===== src/rtl/calc_sequencer.sv =====
// calc_sequencer: keypad-driven sequencer for a shared combinational ALU.
//
// Collects operand A, an operator and operand B from a single-key-per-event
// keypad stream. On '=' it holds the ALU inputs steady for one settle cycle
// (EXEC), then latches the ALU result and flags for the display (SHOW).
//
// Ports:
//   clk                         system clock, rising edge
//   rst_n                       synchronous active-low reset
//   key_valid, key_code[3:0]    keypad event: 0-7 digit, 8 add, 9 sub, 10 mul,
//                               11 rem, 12 equals, 13 clear, 14-15 ignored
//   alu_a[2:0], alu_b[2:0]      operands driven to the ALU
//   alu_s[1:0]                  ALU opcode: 00 add, 01 sub, 10 mul, 11 rem
//   alu_r[3:0], alu_sf/zf/dzf   ALU result and sign/zero/divide-by-zero flags
//   res[3:0], res_sf/zf/dzf     latched result and flags
//   res_valid                   high while the result is shown
//   key_err                     one-cycle pulse on a key illegal in this state
//   state[2:0]                  encoded state for display/debug
//
// Parameters:
//   SHOW_TIMEOUT  cycles SHOW holds before returning to IDLE (0 = forever)
//   CNT_W         timeout counter width; SHOW_TIMEOUT must be < 2**CNT_W
module calc_sequencer #(
  parameter int unsigned SHOW_TIMEOUT = 0,
  parameter int unsigned CNT_W        = 16
) (
  input  logic       clk,
  input  logic       rst_n,
  input  logic       key_valid,
  input  logic [3:0] key_code,
  output logic [2:0] alu_a,
  output logic [2:0] alu_b,
  output logic [1:0] alu_s,
  input  logic [3:0] alu_r,
  input  logic       alu_sf,
  input  logic       alu_zf,
  input  logic       alu_dzf,
  output logic [3:0] res,
  output logic       res_sf,
  output logic       res_zf,
  output logic       res_dzf,
  output logic       res_valid,
  output logic       key_err,
  output logic [2:0] state
);

  typedef enum logic [2:0] {
    StIdle  = 3'd0,
    StGotA  = 3'd1,
    StGotOp = 3'd2,
    StGotB  = 3'd3,
    StExec  = 3'd4,
    StShow  = 3'd5
  } stateT;

  // Count value on the last SHOW cycle before auto-return.
  localparam logic [CNT_W-1:0] TimeoutLast = CNT_W'(SHOW_TIMEOUT - 1);

  stateT             stateQ, stateD;
  logic [2:0]        aQ, aD, bQ, bD;
  logic [1:0]        sQ, sD;
  logic [3:0]        resQ, resD;
  logic              sfQ, sfD, zfQ, zfD, dzfQ, dzfD;
  logic              keyErrQ, keyErrD;
  logic [CNT_W-1:0]  cntQ, cntD;

  logic isDigit, isOp, isEq, isClr, doClear;

  always_comb begin
    isDigit = (key_code[3] == 1'b0);
    isOp    = (key_code[3:2] == 2'b10);
    isEq    = (key_code == 4'd12);
    isClr   = (key_code == 4'd13);
  end

  always_comb begin
    stateD  = stateQ;
    aD      = aQ;
    bD      = bQ;
    sD      = sQ;
    resD    = resQ;
    sfD     = sfQ;
    zfD     = zfQ;
    dzfD    = dzfQ;
    keyErrD = 1'b0;
    cntD    = cntQ;
    doClear = 1'b0;

    if (stateQ == StExec) begin
      // Settle cycle: keys are ignored, ALU inputs held, result captured.
      resD   = alu_r;
      sfD    = alu_sf;
      zfD    = alu_zf;
      dzfD   = alu_dzf;
      cntD   = '0;
      stateD = StShow;
    end else if (key_valid && isClr) begin
      doClear = 1'b1;
    end else begin
      case (stateQ)
        StIdle: begin
          if (key_valid && isDigit) begin
            aD     = key_code[2:0];
            stateD = StGotA;
          end else if (key_valid && (isOp || isEq)) begin
            keyErrD = 1'b1;
          end
        end
        StGotA: begin
          if (key_valid && isDigit) begin
            aD = key_code[2:0];
          end else if (key_valid && isOp) begin
            sD     = key_code[1:0];
            stateD = StGotOp;
          end else if (key_valid && isEq) begin
            keyErrD = 1'b1;
          end
        end
        StGotOp: begin
          if (key_valid && isOp) begin
            sD = key_code[1:0];
          end else if (key_valid && isDigit) begin
            bD     = key_code[2:0];
            stateD = StGotB;
          end else if (key_valid && isEq) begin
            keyErrD = 1'b1;
          end
        end
        StGotB: begin
          if (key_valid && isDigit) begin
            bD = key_code[2:0];
          end else if (key_valid && isOp) begin
            keyErrD = 1'b1;
          end else if (key_valid && isEq) begin
            stateD = StExec;
          end
        end
        StShow: begin
          if (key_valid && isDigit) begin
            // Start a fresh calculation; res and flags persist until next EXEC.
            aD     = key_code[2:0];
            bD     = '0;
            sD     = '0;
            cntD   = '0;
            stateD = StGotA;
          end else begin
            // Chaining is unsupported: a 4-bit result cannot feed a 3-bit operand.
            if (key_valid && (isOp || isEq)) begin
              keyErrD = 1'b1;
            end
            if (SHOW_TIMEOUT != 0) begin
              if (cntQ == TimeoutLast) begin
                doClear = 1'b1;
              end else begin
                cntD = cntQ + CNT_W'(1);
              end
            end
          end
        end
        default: stateD = StIdle;
      endcase
    end

    if (doClear) begin
      stateD = StIdle;
      aD     = '0;
      bD     = '0;
      sD     = '0;
      resD   = '0;
      sfD    = 1'b0;
      zfD    = 1'b0;
      dzfD   = 1'b0;
      cntD   = '0;
    end
  end

  always_ff @(posedge clk) begin
    if (!rst_n) begin
      stateQ  <= StIdle;
      aQ      <= '0;
      bQ      <= '0;
      sQ      <= '0;
      resQ    <= '0;
      sfQ     <= 1'b0;
      zfQ     <= 1'b0;
      dzfQ    <= 1'b0;
      keyErrQ <= 1'b0;
      cntQ    <= '0;
    end else begin
      stateQ  <= stateD;
      aQ      <= aD;
      bQ      <= bD;
      sQ      <= sD;
      resQ    <= resD;
      sfQ     <= sfD;
      zfQ     <= zfD;
      dzfQ    <= dzfD;
      keyErrQ <= keyErrD;
      cntQ    <= cntD;
    end
  end

  assign alu_a     = aQ;
  assign alu_b     = bQ;
  assign alu_s     = sQ;
  assign res       = resQ;
  assign res_sf    = sfQ;
  assign res_zf    = zfQ;
  assign res_dzf   = dzfQ;
  assign res_valid = (stateQ == StShow);
  assign key_err   = keyErrQ;
  assign state     = stateQ;

endmodule

===== config.mk =====
export PLATFORM = sky130hd
export DESIGN_NAME = calc_sequencer
export DESIGN_NICKNAME = d
export VERILOG_FILES = /design/src/rtl/calc_sequencer.sv
export SDC_FILE = /design/constraint.sdc
export NUM_CORES = 1
export LEC_CHECK = 0
export ABC_AREA = 1
export CAP_MARGIN = 30
export CORE_MARGIN = 2
export CORE_UTILIZATION = 45
export DETAILED_ROUTE_END_ITERATION = 12
export PLACE_DENSITY_LB_ADDON = 0.12
export SETUP_SLACK_MARGIN = 0.02
export SYNTH_ARGS = -nofsm -noshare
export SYNTH_HDL_FRONTEND = slang
export SYNTH_SLANG_ARGS = --single-unit

===== constraint.sdc =====
create_clock -name clk -period 1.4 [get_ports clk]
set_input_delay 0.28 -clock clk [delete_from_list [all_inputs] [get_ports clk]]
set_output_delay 0.28 -clock clk [all_outputs]
set_load 0.005 [all_outputs]

==> images/final_placement.png <==
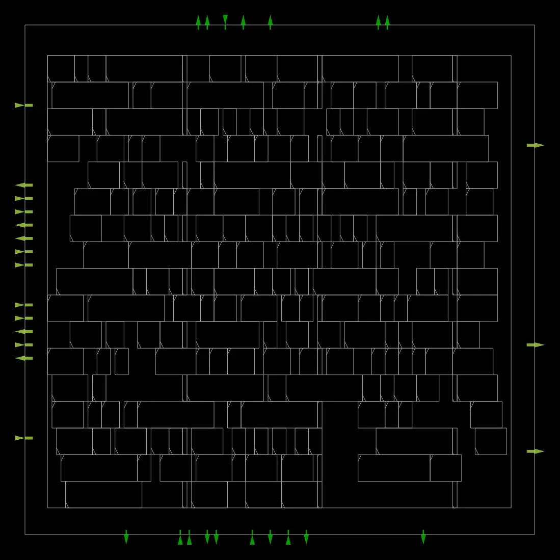
Tapcell Cnt: 28
placement row count: 17
Seq area share: 0.243
Core ar.: 2190 µm²

==> images/gate_families.png <==
The bar under the picture is 20 µm long.
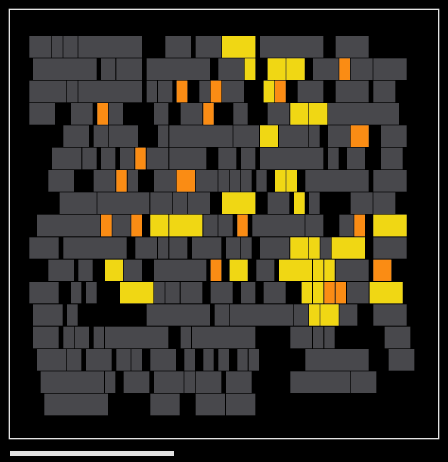
Orange is inverters, cells 18, most used inv_1. Yellow is NOR gates, cells 29, most used nor2_1.

==> impl_metrics.toml <==
# physical design summary
[global_route]
grt_pass1_vias = 1063
antenna_found_initial = 0

[layout]
utilization = 0.761
ff_count = 19
largest_class = "combinational gates"
clock_area_frac = 0.0158
n_clock_buffer = 4
sh_comb_area = 0.380
signal_buffers = 55
n_fill_cell = 171
postLayoutCellArea_um2 = 1670
num_antenna_cells = 0
seq_area_um2 = 405
buf_share = 0.295

[status]
status = "finished clean"

[worst_setup_path]
r2r_cells = 9
crit_family = "buffers and inverters"
critPathCapture = "state[0]"
crit_cells = 2
startpoint = "state[0]$_SDFFE_PP0P_"

[sta]
fmax_mhz = 736
fin_hold_ws_ns = 0.285
fin_ws_ns = 0.0413
finalHoldViolations = 0
grt_setup_unrepaired = "yes"
finalCritPeriodShare = 0.970

[hold_path]
worstHoldEndpoint = "alu_b[2]$_SDFFE_PP0P_"

[flow_run]
warnings = 28

[cts]
cts.sinks = 19
cts.clk_slew.worst_paths_ns = 0.11
ctsHoldBuffers = 0
cts-root-buf = "clkbuf_4"

[yosys]
synthDistinctLibCells = 18
yosys_cells = 146
fp_nets = 160
synthAdderAreaFrac = 0
yosysTopAreaCell = "dfxtp_1"
yosys.area_share.simple = 0.416
ys_seq_frac = 0.366
ys_sh_xor = 0
async_reset_ff_frac = 0
ys_sh_mux = 0
yosys_warnings = 0

[power]
vdd_drop_max_v = 0.000743

[route]
wl_per_cell_um = 11.5
drt-total-wl_um = 2650
antenna_left = 0

[floorplanning]
die_x_um = 52.1
die_area_um2 = 2710

[placed_design]
numPortBuffers = 33
==> images/cell_classes.png <==
The bar under the picture is 20 µm long. Fill, decap, tap and diode cells in gray.
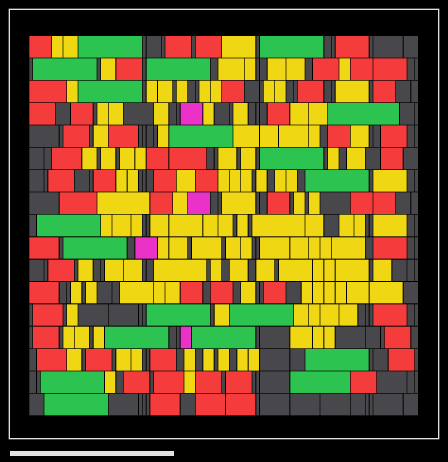
Magenta is clock drivers and dummy loads, cells 4, share of their area 1.6%. Yellow is all other logic, cells 124, share of their area 43%. Green is flip-flops, cells 19, share of their area 25%. Red is other buffers and delay cells, cells 55, share of their area 30%.

-- registers in the layout, indices dropped and copies added (netlist names) --
register / flops
res: 4
alu_a: 3
alu_b: 3
state: 3
alu_s: 2
key_err: 1
res_dzf: 1
res_sf: 1
res_zf: 1
-- metal layers --
layer  share of wire  up-vias  track usage  routed length, µm
met5               0        -            0                  0
met4          0.0098        0       0.0658                 26
met3           0.032        4       0.0316                 85
met2            0.52       21        0.380               1380
met1            0.44      515        0.261               1160
li1                -      569            -                  -
-- power breakdown --
group / internal (W) / switching, W
Sequential: 0.000669 / 0.0000612
Clock: 0.000111 / 0.000173
Combinational: 0.000569 / 0.000650
Total: 0.00135 / 0.000884
Power figures rest on the tool's default switching activity, not on a simulated workload.
